### src/rtl/seq_divider.sv
// Sequential restoring divider: one quotient bit per clock, start edge-detected internally.
// Optional two's-complement operands are enabled with the SEQ_DIV_SIGNED_EN macro.
module seq_divider #(
    parameter int NBits   = 8,
    parameter int CntBits = 4
) (
    input  logic             clk,
    input  logic             reset,
    input  logic             start,
    input  logic [NBits-1:0] dividend,
    input  logic [NBits-1:0] divisor,
    output logic [NBits-1:0] quotient,
    output logic [NBits-1:0] remainder,
    output logic             readyBit,
    output logic             signBit,
    output logic             remSign,
    output logic             divByZero
);

    localparam logic [1:0] IDLE = 2'd0;
    localparam logic [1:0] BUSY = 2'd1;
    localparam logic [1:0] DONE = 2'd2;

    logic [1:0]         r_state;
    logic               r_start_d;
    logic [NBits-1:0]   r_q;
    logic [NBits-1:0]   r_d;
    logic [NBits-1:0]   r_r;
    logic [CntBits-1:0] r_cnt;

    logic               w_start_rise;
    logic               w_dvd_neg;
    logic               w_dvs_neg;
    logic [NBits-1:0]   w_dvd_mag;
    logic [NBits-1:0]   w_dvs_mag;
    logic [NBits:0]     w_t;
    logic               w_ge;
    logic [NBits-1:0]   w_diff;
    logic [NBits-1:0]   w_r_next;
    logic [NBits-1:0]   w_q_next;

    assign w_start_rise = start & ~r_start_d;

`ifdef SEQ_DIV_SIGNED_EN
    assign w_dvd_neg = dividend[NBits-1];
    assign w_dvs_neg = divisor[NBits-1];
    // Negation wraps the most negative value onto its own unsigned magnitude.
    assign w_dvd_mag = w_dvd_neg ? ({NBits{1'b0}} - dividend) : dividend;
    assign w_dvs_mag = w_dvs_neg ? ({NBits{1'b0}} - divisor) : divisor;
`else
    assign w_dvd_neg = 1'b0;
    assign w_dvs_neg = 1'b0;
    assign w_dvd_mag = dividend;
    assign w_dvs_mag = divisor;
`endif

    // The partial remainder is always below D, so only NBits of R need storing;
    // the shifted value T keeps the extra bit for the compare.
    assign w_t      = {r_r, r_q[NBits-1]};
    assign w_ge     = (w_t >= {1'b0, r_d});
    assign w_diff   = w_t[NBits-1:0] - r_d;
    assign w_r_next = w_ge ? w_diff : w_t[NBits-1:0];
    assign w_q_next = {r_q[NBits-2:0], w_ge};

    always_ff @(posedge clk) begin
        if (reset) begin
            r_state   <= IDLE;
            r_start_d <= 1'b0;
            r_q       <= '0;
            r_d       <= '0;
            r_r       <= '0;
            r_cnt     <= '0;
            quotient  <= '0;
            remainder <= '0;
            readyBit  <= 1'b0;
            signBit   <= 1'b0;
            remSign   <= 1'b0;
            divByZero <= 1'b0;
        end else begin
            r_start_d <= start;
            case (r_state)
                IDLE, DONE: begin
                    if (w_start_rise) begin
                        signBit <= w_dvd_neg ^ w_dvs_neg;
                        remSign <= w_dvd_neg;
                        if (divisor == '0) begin
                            quotient  <= '1;
                            remainder <= w_dvd_mag;
                            divByZero <= 1'b1;
                            readyBit  <= 1'b1;
                            r_state   <= DONE;
                        end else begin
                            r_q       <= w_dvd_mag;
                            r_d       <= w_dvs_mag;
                            r_r       <= '0;
                            r_cnt     <= CntBits'(NBits);
                            readyBit  <= 1'b0;
                            divByZero <= 1'b0;
                            r_state   <= BUSY;
                        end
                    end
                end
                BUSY: begin
                    r_q   <= w_q_next;
                    r_r   <= w_r_next;
                    r_cnt <= r_cnt - CntBits'(1);
                    if (r_cnt == CntBits'(1)) begin
                        quotient  <= w_q_next;
                        remainder <= w_r_next;
                        readyBit  <= 1'b1;
                        r_state   <= DONE;
                    end
                end
                default: r_state <= IDLE;
            endcase
        end
    end

endmodule

### config.mk
export PLATFORM = sky130hd
export DESIGN_NAME = seq_divider
export DESIGN_NICKNAME = d
export VERILOG_FILES = /design/src/rtl/seq_divider.sv
export SDC_FILE = /design/constraint.sdc
export NUM_CORES = 1
export LEC_CHECK = 0
export CAP_MARGIN = 20
export CORE_MARGIN = 1
export CORE_UTILIZATION = 50
export DETAILED_ROUTE_END_ITERATION = 7
export PLACE_DENSITY = 0.75
export SLEW_MARGIN = 20
export SYNTH_ARGS = -nofsm -noshare
export SYNTH_HDL_FRONTEND = slang
export SYNTH_SLANG_ARGS = --single-unit
export TNS_END_PERCENT = 5
### constraint.sdc
create_clock -name clk -period 2.8 [get_ports clk]
set_input_delay 0.28 -clock clk [delete_from_list [all_inputs] [get_ports clk]]
set_output_delay 0.28 -clock clk [all_outputs]
set_load 0.05 [all_outputs]
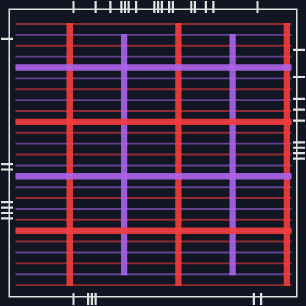
**Above:** power grid.
(4 px per um) Pins as bars on the die edge.
VSS: in red. VDD: in purple.
5 straps on met4. 39 signal pins sit on the boundary. The core has 24 rows.

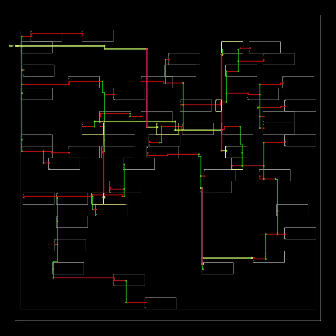
**Above:** clock wiring as the flow saved it.
power drawn by the clock network: 420 uW
post-route clock skew: 0.0116 ns
Inserted Clock Buffers: 5
clock insertion delay at the later pin of the skew report: 0.31 ns
clock sink count: 49

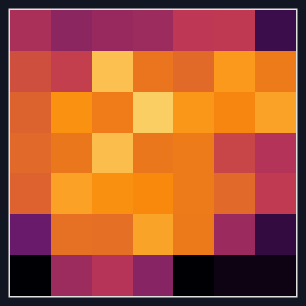
**Above:** cell density map.
(4 px per um) 7 x 7 tiles, from black (low) to pale yellow (high), 0 to 100% covered.
The mean over all tiles is 56%. 4.1% of the tiles are nearly empty. The emptiest ninth of the die: lower right. The fullest tile reaches 89%.
core utilization at floorplan: 0.536
core region area: 0.00450 mm^2
share of the core filled with cells in the final layout: 0.646

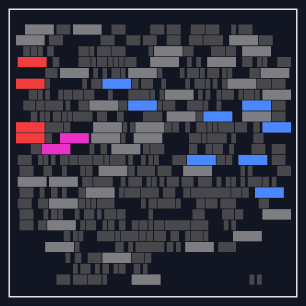
**Above:** register map, names as in the netlist.
(4 px per um) Other sequential cells in the stronger gray, the rest of the logic in the fainter gray.
r_state: in magenta, placed flops 2. r_cnt: in red, placed flops 4. remainder: in blue, placed flops 8.
Another 35 sequential cells are not colored.

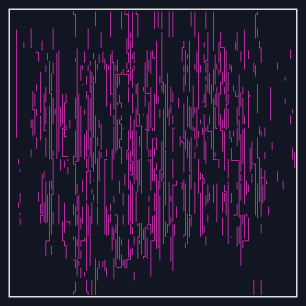
**Above:** signal wires on met2.
(4 px per um)
The layer holds 46% of the routed length. The layer carries 2630 um of wire.

==> ci_impl_report.md <==
### Flow metrics

| Metric | Value |
|---|---|
| Status | finished, final reports clean |
| GP Congestion | about 0.83 |
| Initial antenna violation count | 0 |
| Maximum number of pins on one net before global-route repair | 44 |
| Tally of clock buffers in the finished layout | 6 |
| Storage element area | about 980 um^2 |
| Resize count post-CTS | 0 |
| R2R Setup Slk | roughly 0.39 ns |
| H-Tree Level Count | 2 |
| FF+latch count | 49 |
| Global-route wire length before repair | 9.66 mm |
| Fraction of final layout cells sized beyond drive strength 1 | 0.0909 |
| Clock network share of area | 0.0301 |
| Number of routed nets with antenna violations | 0 |
| CP Cell Sequence | inv_1 -> ha_1 -> a21oi_1 -> nand3_4 -> a41oi_4 -> mux2_2 -> a311oi_2 |
| Startpoint of the lowest-slack register-to-register path | r_d[4] |
| Total Wirelength | approximately 5.7 mm |
| Leakage Power | between 0.001 and 0.0015 uW |
| Combinational share of cell area | 0.442 |
| Via total after detailed routing | roughly 2200 |
| Area share of buffers outside the clock network | 0.147 |
| Slowest Stage Delay on Critical Path | approximately 0.45 ns |
| Cycle use final | 0.859 |
| Detailed Place HPWL | approximately 4.2 mm |
| Yosys warning count | 0 |
| Most repeated cell in the gate-level netlist after synthesis | sky130_fd_sc_hd__nand2_1 |
| Maximum fanout along the worst path | 9 |
| Multi-input combinational gate total | 212 |
| Clock slew seen by the registers of the worst setup and hold paths | around 0.09 ns |
-- metal layers --
layer,vias to the layer above,share of wire,global-route usage
met5,-,0,0
met4,0,0.023,0.0959
met3,14,0.033,0.0422
met2,49,0.46,0.388
met1,1037,0.48,0.319
li1,1088,-,-
-- kinds of logic after synthesis --
group	count (synthesis)	share of synthesized area
other cells	1	0.00155
simple gates	117	0.213
flops	49	0.406
fa+ha+maj	11	0.0601
mux	10	0.0435
buf+inv	35	0.0627
xor+xnor	5	0.0181
compound gates	67	0.195
-- through the flow --
stage | area (um^2) | power (uW) | hold slack (ns)
floorplan | 2420 | 1250 | 0.408
global route | 2910 | 1920 | 0.484
CTS | 2910 | 1820 | 0.464
global placement | 2820 | 1400 | 0.445
finish | 2910 | 1820 | 0.466
detailed placement | 2820 | 1410 | 0.452
No activity file was given, so power comes from the tool's default toggle rates.
